**Signal wires on met1**

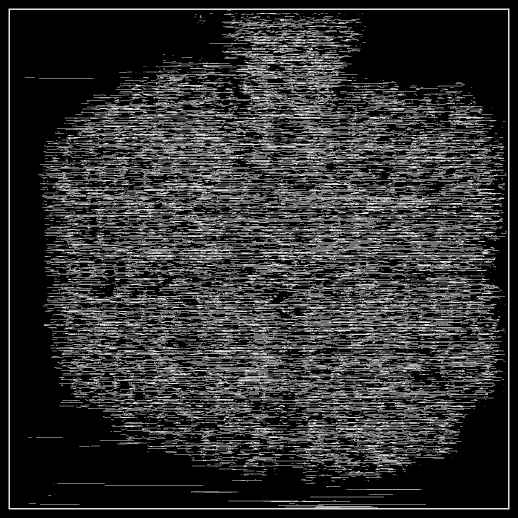
**Met2 routing**

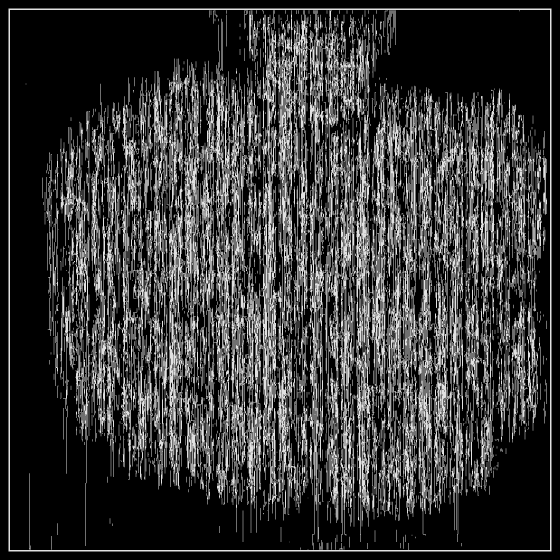
**Met3 routing**

Scale bar: 100 um. Cells faint in the background.
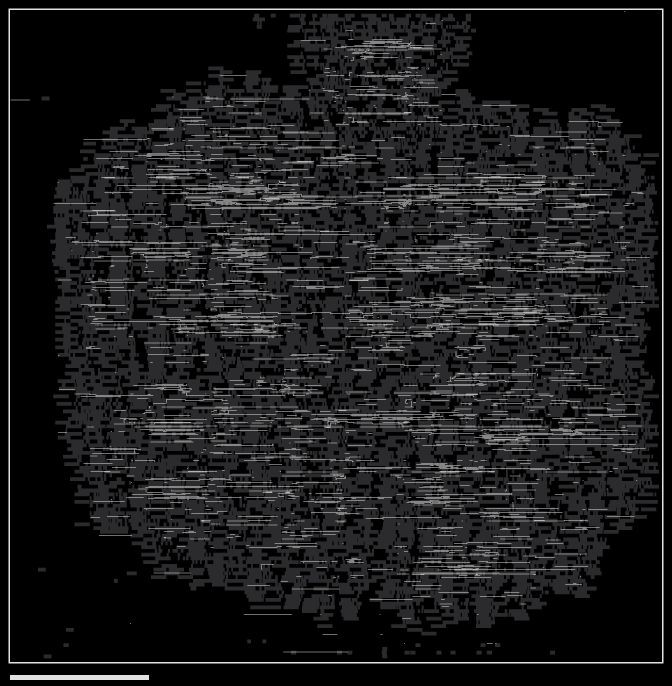
[src/rtl/day3_pack_sequencer_if.sv]
// Byte-stream input handshake for the day-3 pack sequencer.
// The source drives data/valid/eof; the sequencer answers with ready.
interface day3_pack_sequencer_if;
    logic       in_valid;
    logic       in_ready;
    logic [7:0] in_data;
    logic       in_eof;

    modport master (output in_valid, output in_data, output in_eof, input in_ready);
    modport slave  (input in_valid, input in_data, input in_eof, output in_ready);
endinterface

[src/rtl/day3_pack_sequencer.sv]
// Buffers one ASCII battery pack per lane, then drives init / lock-step digit
// streaming into the max_joltager units and waits out the result latency.
module day3_pack_sequencer #(
    parameter int unsigned NUM_UNITS      = 4,
    parameter int unsigned MAX_PACK       = 128,
    parameter int unsigned RESULT_LATENCY = 8
) (
    input  logic                  clock,
    input  logic                  reset,
    day3_pack_sequencer_if.slave  in_if,
    output logic                  init,
    output logic                  stream_en,
    output logic [3:0]            next_battery      [NUM_UNITS],
    output logic [7:0]            battery_pack_size [NUM_UNITS],
    output logic                  batch_done,
    output logic                  finished,
    output logic                  overflow
);
    localparam int unsigned LW = (NUM_UNITS > 1) ? $clog2(NUM_UNITS) : 1;
    localparam int unsigned IW = (MAX_PACK > 1) ? $clog2(MAX_PACK) : 1;
    localparam int unsigned DW = $clog2(RESULT_LATENCY + 1);

    typedef enum logic [2:0] {IDLE, FILL, INIT, STREAM, DRAIN, DONE} state_t;

    state_t          state_q, state_d;
    logic [LW-1:0]   lane_q, lane_d;
    logic [7:0]      wr_ptr_q, wr_ptr_d;
    logic [7:0]      size_q [NUM_UNITS];
    logic [7:0]      size_d [NUM_UNITS];
    logic [7:0]      len_q, len_d;
    logic [7:0]      k_q, k_d;
    logic [DW-1:0]   drain_q, drain_d;
    logic            eof_q, eof_d;
    logic            overflow_q, overflow_d;
    logic            in_ready_q, in_ready_d;
    logic            init_q, init_d;
    logic            stream_en_q, stream_en_d;
    logic            batch_done_q, batch_done_d;
    logic            finished_q, finished_d;
    logic [3:0]      nb_q [NUM_UNITS];
    logic [3:0]      nb_d [NUM_UNITS];
    logic [7:0]      pack_size_q [NUM_UNITS];
    logic [7:0]      pack_size_d [NUM_UNITS];

    logic [3:0]      pack_mem_q [NUM_UNITS][MAX_PACK];
    logic            mem_we;
    logic            is_digit;
    logic            close_line;

    always_comb begin
        state_d     = state_q;
        lane_d      = lane_q;
        wr_ptr_d    = wr_ptr_q;
        size_d      = size_q;
        len_d       = len_q;
        k_d         = k_q;
        drain_d     = drain_q;
        eof_d       = eof_q;
        overflow_d  = overflow_q;
        pack_size_d = pack_size_q;
        mem_we      = 1'b0;
        close_line  = 1'b0;
        is_digit    = (in_if.in_data >= 8'h30) && (in_if.in_data <= 8'h39);

        case (state_q)
            IDLE: state_d = FILL;
            FILL: begin
                if (in_if.in_valid && in_ready_q) begin
                    if (is_digit) begin
                        if (wr_ptr_q == 8'(MAX_PACK)) begin
                            overflow_d = 1'b1;
                        end else begin
                            mem_we   = 1'b1;
                            wr_ptr_d = wr_ptr_q + 8'd1;
                        end
                    end else if (in_if.in_data == 8'h0A && wr_ptr_q != '0) begin
                        close_line = 1'b1;
                    end
                    // eof closes an open line using the pointer after this byte
                    if (in_if.in_eof && wr_ptr_d != '0) close_line = 1'b1;
                    eof_d = eof_q | in_if.in_eof;
                    if (close_line) begin
                        size_d[lane_q] = wr_ptr_d;
                        wr_ptr_d       = '0;
                        lane_d         = lane_q + LW'(1);
                    end
                    if (close_line && lane_q == LW'(NUM_UNITS - 1)) begin
                        state_d = INIT;
                    end else if (in_if.in_eof) begin
                        state_d = (lane_q != '0 || close_line) ? INIT : DONE;
                    end
                end
            end
            INIT: begin
                len_d = '0;
                for (int unsigned i = 0; i < NUM_UNITS; i++) begin
                    if (size_q[i] > len_d) len_d = size_q[i];
                end
                k_d     = '0;
                state_d = STREAM;
            end
            STREAM: begin
                if (k_q == len_q - 8'd1) begin
                    state_d = DRAIN;
                    drain_d = '0;
                end else begin
                    k_d = k_q + 8'd1;
                end
            end
            DRAIN: begin
                if (drain_q == DW'(RESULT_LATENCY - 1)) begin
                    state_d  = eof_q ? DONE : FILL;
                    lane_d   = '0;
                    wr_ptr_d = '0;
                    size_d   = '{default: '0};
                end else begin
                    drain_d = drain_q + DW'(1);
                end
            end
            default: ;
        endcase

        // Outputs are registered from the next state so they align with it.
        in_ready_d   = (state_d == FILL);
        init_d       = (state_d == INIT);
        stream_en_d  = (state_d == STREAM);
        batch_done_d = (state_d == DRAIN) && (drain_d == DW'(RESULT_LATENCY - 1));
        finished_d   = (state_d == DONE);
        if (state_d == INIT) pack_size_d = size_d;
        for (int unsigned i = 0; i < NUM_UNITS; i++) begin
            nb_d[i] = '0;
            if (state_d == STREAM && k_d < size_q[i]) nb_d[i] = pack_mem_q[i][k_d[IW-1:0]];
        end
    end

    always_ff @(posedge clock or posedge reset) begin
        if (reset) begin
            state_q      <= IDLE;
            lane_q       <= '0;
            wr_ptr_q     <= '0;
            size_q       <= '{default: '0};
            len_q        <= '0;
            k_q          <= '0;
            drain_q      <= '0;
            eof_q        <= 1'b0;
            overflow_q   <= 1'b0;
            in_ready_q   <= 1'b0;
            init_q       <= 1'b0;
            stream_en_q  <= 1'b0;
            batch_done_q <= 1'b0;
            finished_q   <= 1'b0;
            nb_q         <= '{default: '0};
            pack_size_q  <= '{default: '0};
        end else begin
            state_q      <= state_d;
            lane_q       <= lane_d;
            wr_ptr_q     <= wr_ptr_d;
            size_q       <= size_d;
            len_q        <= len_d;
            k_q          <= k_d;
            drain_q      <= drain_d;
            eof_q        <= eof_d;
            overflow_q   <= overflow_d;
            in_ready_q   <= in_ready_d;
            init_q       <= init_d;
            stream_en_q  <= stream_en_d;
            batch_done_q <= batch_done_d;
            finished_q   <= finished_d;
            nb_q         <= nb_d;
            pack_size_q  <= pack_size_d;
        end
    end

    // Digit storage needs no reset: reads are gated by the per-lane sizes.
    always_ff @(posedge clock) begin
        if (mem_we) pack_mem_q[lane_q][wr_ptr_q[IW-1:0]] <= in_if.in_data[3:0];
    end

    assign in_if.in_ready    = in_ready_q;
    assign init              = init_q;
    assign stream_en         = stream_en_q;
    assign next_battery      = nb_q;
    assign battery_pack_size = pack_size_q;
    assign batch_done        = batch_done_q;
    assign finished          = finished_q;
    assign overflow          = overflow_q;
endmodule

[src/flat_wrapper.sv]
// flat-port wrapper written by rule: the top's interface ports become plain ports
module day3_pack_sequencer_flat 
#(
    parameter int unsigned NUM_UNITS      = 4,
    parameter int unsigned MAX_PACK       = 128,
    parameter int unsigned RESULT_LATENCY = 8
)
  (clock, reset, init, stream_en, next_battery, battery_pack_size, batch_done, finished, overflow, in_if_in_valid, in_if_in_data, in_if_in_eof, in_if_in_ready);
  day3_pack_sequencer_if in_if_i ();
  input  logic clock;
  input  logic reset;
  output logic init;
  output logic stream_en;
  output logic [3:0] next_battery[NUM_UNITS];
  output logic [7:0] battery_pack_size[NUM_UNITS];
  output logic batch_done;
  output logic finished;
  output logic overflow;
  input wire logic [$bits(in_if_i.in_valid)-1:0] in_if_in_valid;
  input wire logic [$bits(in_if_i.in_data)-1:0] in_if_in_data;
  input wire logic [$bits(in_if_i.in_eof)-1:0] in_if_in_eof;
  output wire logic [$bits(in_if_i.in_ready)-1:0] in_if_in_ready;
  assign in_if_i.in_valid = in_if_in_valid;
  assign in_if_i.in_data = in_if_in_data;
  assign in_if_i.in_eof = in_if_in_eof;
  assign in_if_in_ready = in_if_i.in_ready;
  day3_pack_sequencer #(.NUM_UNITS(NUM_UNITS), .MAX_PACK(MAX_PACK), .RESULT_LATENCY(RESULT_LATENCY)) u_core (.clock(clock), .reset(reset), .in_if(in_if_i), .init(init), .stream_en(stream_en), .next_battery(next_battery), .battery_pack_size(battery_pack_size), .batch_done(batch_done), .finished(finished), .overflow(overflow));
endmodule
[config.mk]
export PLATFORM = sky130hd
export DESIGN_NAME = day3_pack_sequencer_flat
export DESIGN_NICKNAME = d
export VERILOG_FILES = /design/src/rtl/day3_pack_sequencer_if.sv /design/src/rtl/day3_pack_sequencer.sv /design/src/flat_wrapper.sv
export SDC_FILE = /design/constraint.sdc
export NUM_CORES = 2
export LEC_CHECK = 0
export ABC_AREA = 1
export CAP_MARGIN = 5
export CORE_MARGIN = 2
export CORE_UTILIZATION = 45
export CTS_CLUSTER_DIAMETER = 200
export DETAILED_ROUTE_END_ITERATION = 6
export PLACE_DENSITY = 0.66
export SETUP_SLACK_MARGIN = 0.05
export SYNTH_ARGS = -nofsm -noshare
export SYNTH_HDL_FRONTEND = slang
export SYNTH_SLANG_ARGS = --single-unit
[constraint.sdc]
create_clock -name clock -period 5.5 [get_ports clock]
set_input_delay 0.55 -clock clock [delete_from_list [all_inputs] [get_ports clock]]
set_output_delay 0.55 -clock clock [all_outputs]
set_load 0.02 [all_outputs]
==> run notes <==
Results of the implementation run.

The run finished, with violations left. The final reports fail on design-rule violations. The cell sitting at the root of the clock tree is a clkbuf_16. As reported, the later end of the worst-skew pair has a clock insertion delay of 0.88 ns. Per STA, the worst path is made up of inv_2 > ha_1 > inv_1 > nand2_1 > nand3_1 > nand2_1 > nor2_1 > nand2_1 > nor2_1 > nand2_2 > nand4_1 > nand2_8 > buf_12 > buf_4 > nand2_1 > nand3_1 > nand3_1 > nand3_1 > nand3_1 > nand3_1 > nand2_1 > nor2_1 > nor2_1. Counting instances, the worst hold path has a depth of 1.

Registers represent a cell area share of 0.595. The y dimension of the die came out at 471 um. Adding up every negative setup slack in the final design gives 0 ns. Looking at the critical path, the single cell with the biggest stage delay is nor2_1. The number of hold buffers added after CTS is 1. Logged for this run, the post-placement worst setup slack is around 0.61 ns. Row generation in the floorplan step produced 171 rows. The worst ir drop on vdd came out at 0.317 mV. The layout report lists the multi-input gate area as about 0.026 sq mm. The clock-pin slew on the worst setup and hold paths came out at 0.06 ns. Dividing the synthesized area by the synthesized cell count gives 10.6 sq um. Ranking logic cells in the layout by count gives the top entries edfxtp_1, nand3_1, nand2_1.

Counting along the longest clock path gives a buffer depth of 3. The fraction of cell area in multi-input combinational cells is reported as 0.242. STA shows the worst min-delay path finishing at u_core.pack_mem_q[1][7]$_DFFE_PP_. The total placed instance area came out at about 0.1 sq mm. Among logic cells in the layout, the one with the most instances is edfxtp_1. The number of cell instances after yosys synthesis came out at ~9200. The main logic family after synthesis is simple AND/OR/NAND/NOR gates.

Per the OpenROAD timing report, the critical path contains 23 cells. The count of buffers added on input and output ports is ~65. After layout, the setup clock skew is reported as 0.0660 ns.

The number of cell instances on the worst register-to-register path came out at 23. The least setup slack across all paths after layout is 0.455 ns. The wire length per cell after detailed routing came out at 23.1 um. The number of optimization iterations in the first detailed-route pass came out at 7.

The power in combinational cells came out at 0.000391 W. The number of global-route vias before repair came out at 66800. The highest cell delay on the worst timing path came out at 0.65 ns. The area of the mapped netlist is 0.0979 sq mm.

The floorplan net count came out at 9290. The uppermost signal routing layer after detailed routing is met4. The post-synth area from yosys stat is 0.0979 sq mm. The clock share of power came out at 0.450.

The total power divided by cell area is roughly 310 mW/mm^2. The number of flops mapped to enable cells by yosys is 2048. The first global-routing pass estimated 417 mm of wire.

The residual DRC count came out at 5. The dominant power group in this design is registers. The portion of the layout cell area used by non-clock buffers is 0.0229. The endpoint required time on the critical path is 6.23 ns. The power of the sequential group came out at 0.0181 W. TritonCTS built the clock tree. The kind of start point of the critical path is a register. The design has 2168 sequential cells.

According to the finish report, the design has a final net count of between 9000 and 10000. ~66 I/O pins were placed. In the synthesized netlist the dominant register cell turns out to be edfxtp_1. Setup repair after global routing left no endpoint under its margin.

After synthesis, the most frequently instantiated cells are edfxtp_1, nand3_1, nand2_1, inv_1, nor2_1. In the final report, the number of pins over their slew limit comes to 0. The shortest clock period the worst path allows after layout is between 5 and 6 ns. The total of fill cells in the finished design is 19100. Summed over all nets, wire length on met3 after detailed routing comes to 25.0 mm. Sorting the synthesis cell report by count puts at the top edfxtp_1. The flow reports an fmax of about 0.20 GHz. The cell type with the highest occurrence count on the critical path is nand3_1. The number of warnings printed during yosys synthesis is 0.

The part of the Yosys area used for sequential elements came out at 0.659. Of the post-synthesis cell area, the dominant cell type holds 0.628. The relative area change from synthesis to final layout came out at 10.6%.

The type of the most critical hold path is in2reg. At the pin with the least slew margin, the transition time is 1.40 ns. The width of the die is approximately 470 um. The filler-free cell count of the finished design is 12100. The tree built by TritonCTS fans out to 2168 sinks.

Routability-driven placement finished with a final weighted congestion of 0.907. The number of maximum-capacitance constraint violations came out at 0. Synthesis produced 9217 cells.

Per the synthesis report, the XOR/XNOR share of the synthesized area is 0.000792. The basic-gate share of the synthesized area counting and, or, nand and nor cells came out at 0.230. The core outline area came out at 0.217 sq mm. The script computed the net switching share of total power as 0.205. The post-synthesis cell type count is 49.

The number of multi-input logic gates is 5329. The number of cells after detailed placement is 11700. The routing usage on met3 came out at 0.0429. The critical path endpoint category is a register. During tapcell insertion the tool placed 2854 well taps. The multiplexer area fraction after synthesis came out at 0.
## Picture notes: 'signal wires on met1'
main direction: horizontal
wire length on this layer: 111 mm
share of all routed wire: 40%
DRT Wirelength: 280 mm
GR Util met1: 0.328
detailed-route via count: 68900

## Picture notes: 'met2 routing'
wire length on this layer: 130 mm
main direction: vertical

## Picture notes: 'met3 routing'
longest straight run: 131 um
main direction: horizontal
wire length on this layer: 25.0 mm

Power and IR drop assume default switching activity.
